**config.mk**
```make
export PLATFORM = sky130hd
export DESIGN_NAME = ustream_acc
export DESIGN_NICKNAME = d
export VERILOG_FILES = /design/src/rtl/ustream_acc.sv
export SDC_FILE = /design/constraint.sdc
export NUM_CORES = 1
export LEC_CHECK = 0
export CAP_MARGIN = 5
export CORE_ASPECT_RATIO = 0.9
export CORE_MARGIN = 3
export CORE_UTILIZATION = 55
export DETAILED_ROUTE_END_ITERATION = 12
export GPL_TIMING_DRIVEN = 0
export PLACE_DENSITY = 0.82
export SYNTH_ARGS = -nofsm -noshare
export SYNTH_HDL_FRONTEND = slang
export SYNTH_SLANG_ARGS = --single-unit
export TNS_END_PERCENT = 5
```
**constraint.sdc**
```tcl
create_clock -name iClk -period 2.3 [get_ports iClk]
set_clock_uncertainty 0.15 [all_clocks]
set_input_delay 0.69 -clock iClk [delete_from_list [all_inputs] [get_ports iClk]]
set_output_delay 0.69 -clock iClk [all_outputs]
set_load 0.01 [all_outputs]
```
**src/rtl/ustream_acc.sv**
```systemverilog
// Accumulates ones from a stochastic product bitstream over a 2^WINDOWLOG window,
// sequencing the multiplier's load/clear pulses and handing off a scaled result.
module ustream_acc #(
  parameter int unsigned BITWIDTH  = 8,
  parameter int unsigned WINDOWLOG = 8
) (
  input  logic                iClk,
  input  logic                iRstN,
  input  logic                iStart,
  input  logic                iBit,
  output logic                oLoadB,
  output logic                oClr,
  output logic                oBusy,
  output logic                oValid,
  input  logic                iReady,
  output logic [BITWIDTH-1:0] oResult
);

  typedef enum logic [1:0] {
    IDLE = 2'd0,
    LOAD = 2'd1,
    RUN  = 2'd2,
    DONE = 2'd3
  } state_t;

  state_t state, state_next;

  logic [WINDOWLOG:0]   ones;
  logic [WINDOWLOG:0]   ones_next;
  logic [WINDOWLOG-1:0] cyc;
  logic                 last_cyc;
  logic [BITWIDTH-1:0]  scaled;

  assign ones_next = ones + (WINDOWLOG+1)'(iBit);
  assign last_cyc  = (cyc == '1);

  // Only a full window (N = 2^WINDOWLOG) overflows the kept bits, so the MSB alone selects saturation.
  always_comb begin
    scaled = ones_next[WINDOWLOG-1 -: BITWIDTH];
    if (ones_next[WINDOWLOG])
      scaled = '1;
  end

  always_ff @(posedge iClk or negedge iRstN) begin
    if (!iRstN)
      state <= IDLE;
    else
      state <= state_next;
  end

  always_comb begin
    state_next = state;
    unique case (state)
      IDLE: if (iStart) state_next = LOAD;
      LOAD: state_next = RUN;
      RUN:  if (last_cyc) state_next = DONE;
      DONE: begin
        if (iReady)
          state_next = iStart ? LOAD : IDLE;
      end
      default: state_next = IDLE;
    endcase
  end

  always_ff @(posedge iClk or negedge iRstN) begin
    if (!iRstN) begin
      ones    <= '0;
      cyc     <= '0;
      oResult <= '0;
    end else begin
      unique case (state)
        LOAD: begin
          ones <= '0;
          cyc  <= '0;
        end
        RUN: begin
          ones <= ones_next;
          cyc  <= cyc + 1'b1;
          if (last_cyc)
            oResult <= scaled;
        end
        default: ;
      endcase
    end
  end

  assign oLoadB = (state == LOAD);
  assign oClr   = (state == LOAD);
  assign oBusy  = (state == LOAD) || (state == RUN);
  assign oValid = (state == DONE);

endmodule
```
==> Slide: Implementation Results <==
Implementation Results

Die
  • Io pins: 17
  • DIE WIDTH: 60.8 um
  • Row cnt: 17
  • Die Size: 3370 sq um

Critical path
  • R2R depth: 6
  • FF-to-FF setup slack: 150 ps
  • Crit Path Category: flop to primary output
  • Req. time, crit path: around 1500 ps
  • RR Startpoint: state[1]$_DFFE_PN0P_
  • Critical Path AT: 1390 ps
  • Setup crit start: state[0]$_DFFE_PN0P_
  • Worst setup endpoint: oClr
  • Worst reg2reg endpoint: cyc[7]$_DFFE_PN0P_

Route
  • Total Routed Length: ~2.9 mm
  • Vias/cell: 5.72
  • Post-route ant nets: 0
  • Routed vias: 1161
  • Drt drc: 0
  • Pre-Repair DR Iteration Count: 4

Place
  • I/O Buffers: 16
  • Placed cells: just under 200
  • Final Wtd Congestion: 0.743
  • Post-DP Area: approximately 1700 sq um
  • Dpl ws: -753 ps

Synth
  • Ys flop type: dfrtp_1
  • Top cells by area: dfrtp_1 (45%), ha_1 (5.9%), mux2i_1 (4.0%)
  • Seq/Total Area, Yosys: 0.454
  • Most frequent cell after synthesis: dfrtp_1
  • Post-synth ARST share: 1.00
  • Avg Synthesized Cell Area: 9.92 sq um
  • YS chip area: roughly 1500 sq um
  • Yosys top cell area share: 0.454
  • Top post-synthesis cells by count: dfrtp_1 (27), nor2_1 (16), inv_1 (13), nand3_1 (11), a21oi_1 (10)
  • Number of enable flip-flop cells: 0
  • Post-Syn Area: 1490 sq um
  • FF+latch count, synth: 27
  • Post-synth net total: 162
  • Post-Syn Instances: 150
  • Cells in synth_stat.txt: around 150
  • Post-synth top area cell: dfrtp_1
  • Synth unique cells: 35

STA
  • Worst slew pin tran: approximately 650 ps
  • RSZ-0062 raised after global routing: false
  • Post-layout period usage: 0.967
  • Final worst path period need: 2230 ps
  • Hold Vio Cnt, Final: 0
  • Setup TNS: 0 ps
  • Worst setup margin: 74.8 ps
  • Fmax: between 400 and 500 MHz

Clock tree
  • Longest Clk Path Bufs: 2
  • Clk slew on worst S/H paths: 140 ps
  • CTS tree: done
  • Number of setup buffers added after CTS: 3
  • CTS H-tree depth: 1
  • Post-CTS resize count: 9

Global routing
  • Global-route wire length before repair: 5.13 mm
  • Antenna violations before repair: 0
  • Gr ovfl total: 0
  • Largest net degree at the start of global routing: 28

Hold path
  • Hold depth: 2
  • Worst Hold End: oResult[1]$_DFFE_PN0P_
  • HP Class: flop to flop
  • Hold_sp: oResult[1]$_DFFE_PN0P_

Pwr
  • Power Combinational: 0.799 mW
  • Switching share of power: 0.422
  • Pwr per Cell Area: 880 nW/um^2
  • Top pwr grp: combinational logic
  • Maximum vdd drop: 740 uV
  • Clk. pwr: 0.204 mW
  • Pwr Total: 1.56 mW
  • Comb power frac: 0.511

Run
  • Tool warnings: 29
  • Max Cap Viol: 0

Cells and area
  • Non-Filler Instances: 203
  • Fill cells: 199
  • Share of cells above drive strength 1: 0.137
  • Nets: 188

Run status
  • Status: finished clean
-- registers in the layout (all words and copies together) (netlist names) --
register and count:
cyc 8, oResult 8, ones 9, state 2
-- cell families after synthesis --
logic type / after synthesis / share of synthesized area
simple gates: 49 / 0.182
compound gates: 34 / 0.160
flops: 27 / 0.454
buf+inv: 20 / 0.0639
xor+xnor: 7 / 0.0412
fa+ha+maj: 7 / 0.0589
mux: 6 / 0.0404
-- critical path, stage by stage (launching register included) --
cell           delay [ps]
dfrtp_1               440
buf_4                 140
ha_1                  200
dlygate4sd2_1         280
-- layout by cell type (no fill, tap or decap), types with 3 or more instances in the layout --
| cell | netlist | layout |
|---|---|---|
| xnor2_1 | 4 | 4 |
| a22o_1 | 3 | 3 |
| ha_1 | 7 | 5 |
| dfrtp_1 | 27 | 27 |
| buf_4 | 1 | 6 |
| xor2_1 | 3 | 3 |
| nor2_1 | 16 | 16 |
| clkbuf_1 | 3 | 4 |
| inv_1 | 13 | 11 |
| clkdlybuf4s50_1 | 0 | 11 |
| nand3_1 | 11 | 11 |
| mux2i_1 | 6 | 6 |
| a21oi_1 | 10 | 10 |
| clkbuf_4 | 0 | 3 |
| o2bb2ai_1 | 5 | 5 |
| nand2_1 | 6 | 6 |
| nand4_1 | 5 | 5 |
| o21ai_0 | 8 | 8 |
-- routing by layer --
layer	GRT usage	up-vias	share of wire
met5	0	-	0
met4	0.0186	0	0.0055
met3	0.0491	2	0.030
met2	0.330	13	0.49
met1	0.266	571	0.47
li1	-	575	-
-- cell type report --
| cell class | count | share of cell area |
|---|---|---|
| timing repair buffer | 21 | 0.120 |
| sequential | 27 | 0.380 |
| tap | 28 | 0.0197 |
| buffer | 7 | 0.0261 |
| clock buffer | 4 | 0.0148 |
| inverter | 13 | 0.0275 |
| multi-input combinational | 103 | 0.412 |
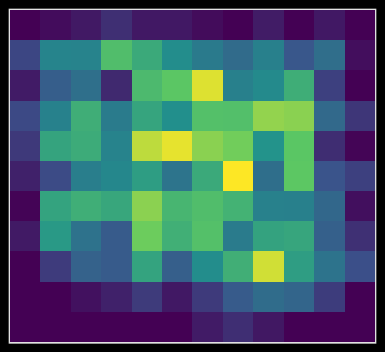
*Signal metal coverage by tile*
Drawn at 6 px/um. The die is cut into 12 by 11 equal tiles; dark purple is low, yellow is high, scaled to the fullest tile. Values are wire area over tile area, all layers added.
emptiest ninth of the die	lower left
tiles over half the peak	31%
nearly empty tiles	15%
GRT Util Overall: 0.198
WL/cell: 14.3 um

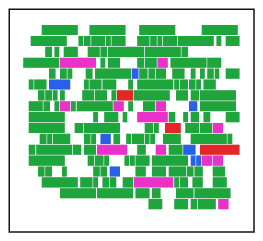
*Cells by drive strength*
Drawn at 4 px/um.
color	size	cells	share
magenta	_3 and _4 cells	13	7.4%
blue	_2 cells	8	4.6%
red	_6 and larger	3	1.7%
green	_0 and _1 cells	151	86%
fin area: 1780 sq um
Buffers, non-clock: 28

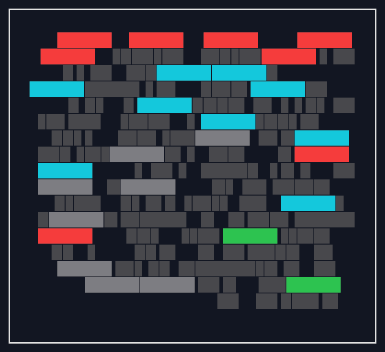
*Sequential cells colored by netlist name*
Drawn at 6 px/um. Other sequential cells in the stronger gray, the rest of the logic in the fainter gray.
color	signal	placed flops
green	`state`	2
red	`oResult`	8
cyan	`ones`	9
not colored	8
fraction of area in registers: 0.380
post-layout util: 0.708
total area of sequential cells: 676 sq um
Seq group: 0.561 mW

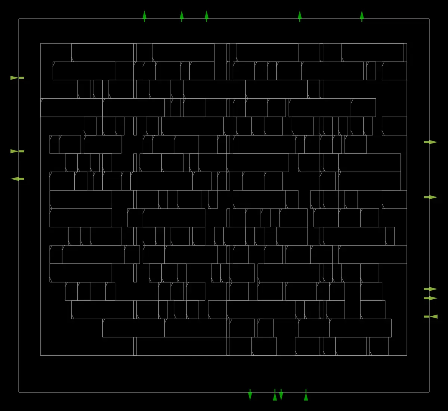
*Cell outlines without signal wires*
core area: 2510 sq um
TAP cells: 28

Power figures rest on the tool's default switching activity, not on a simulated workload.
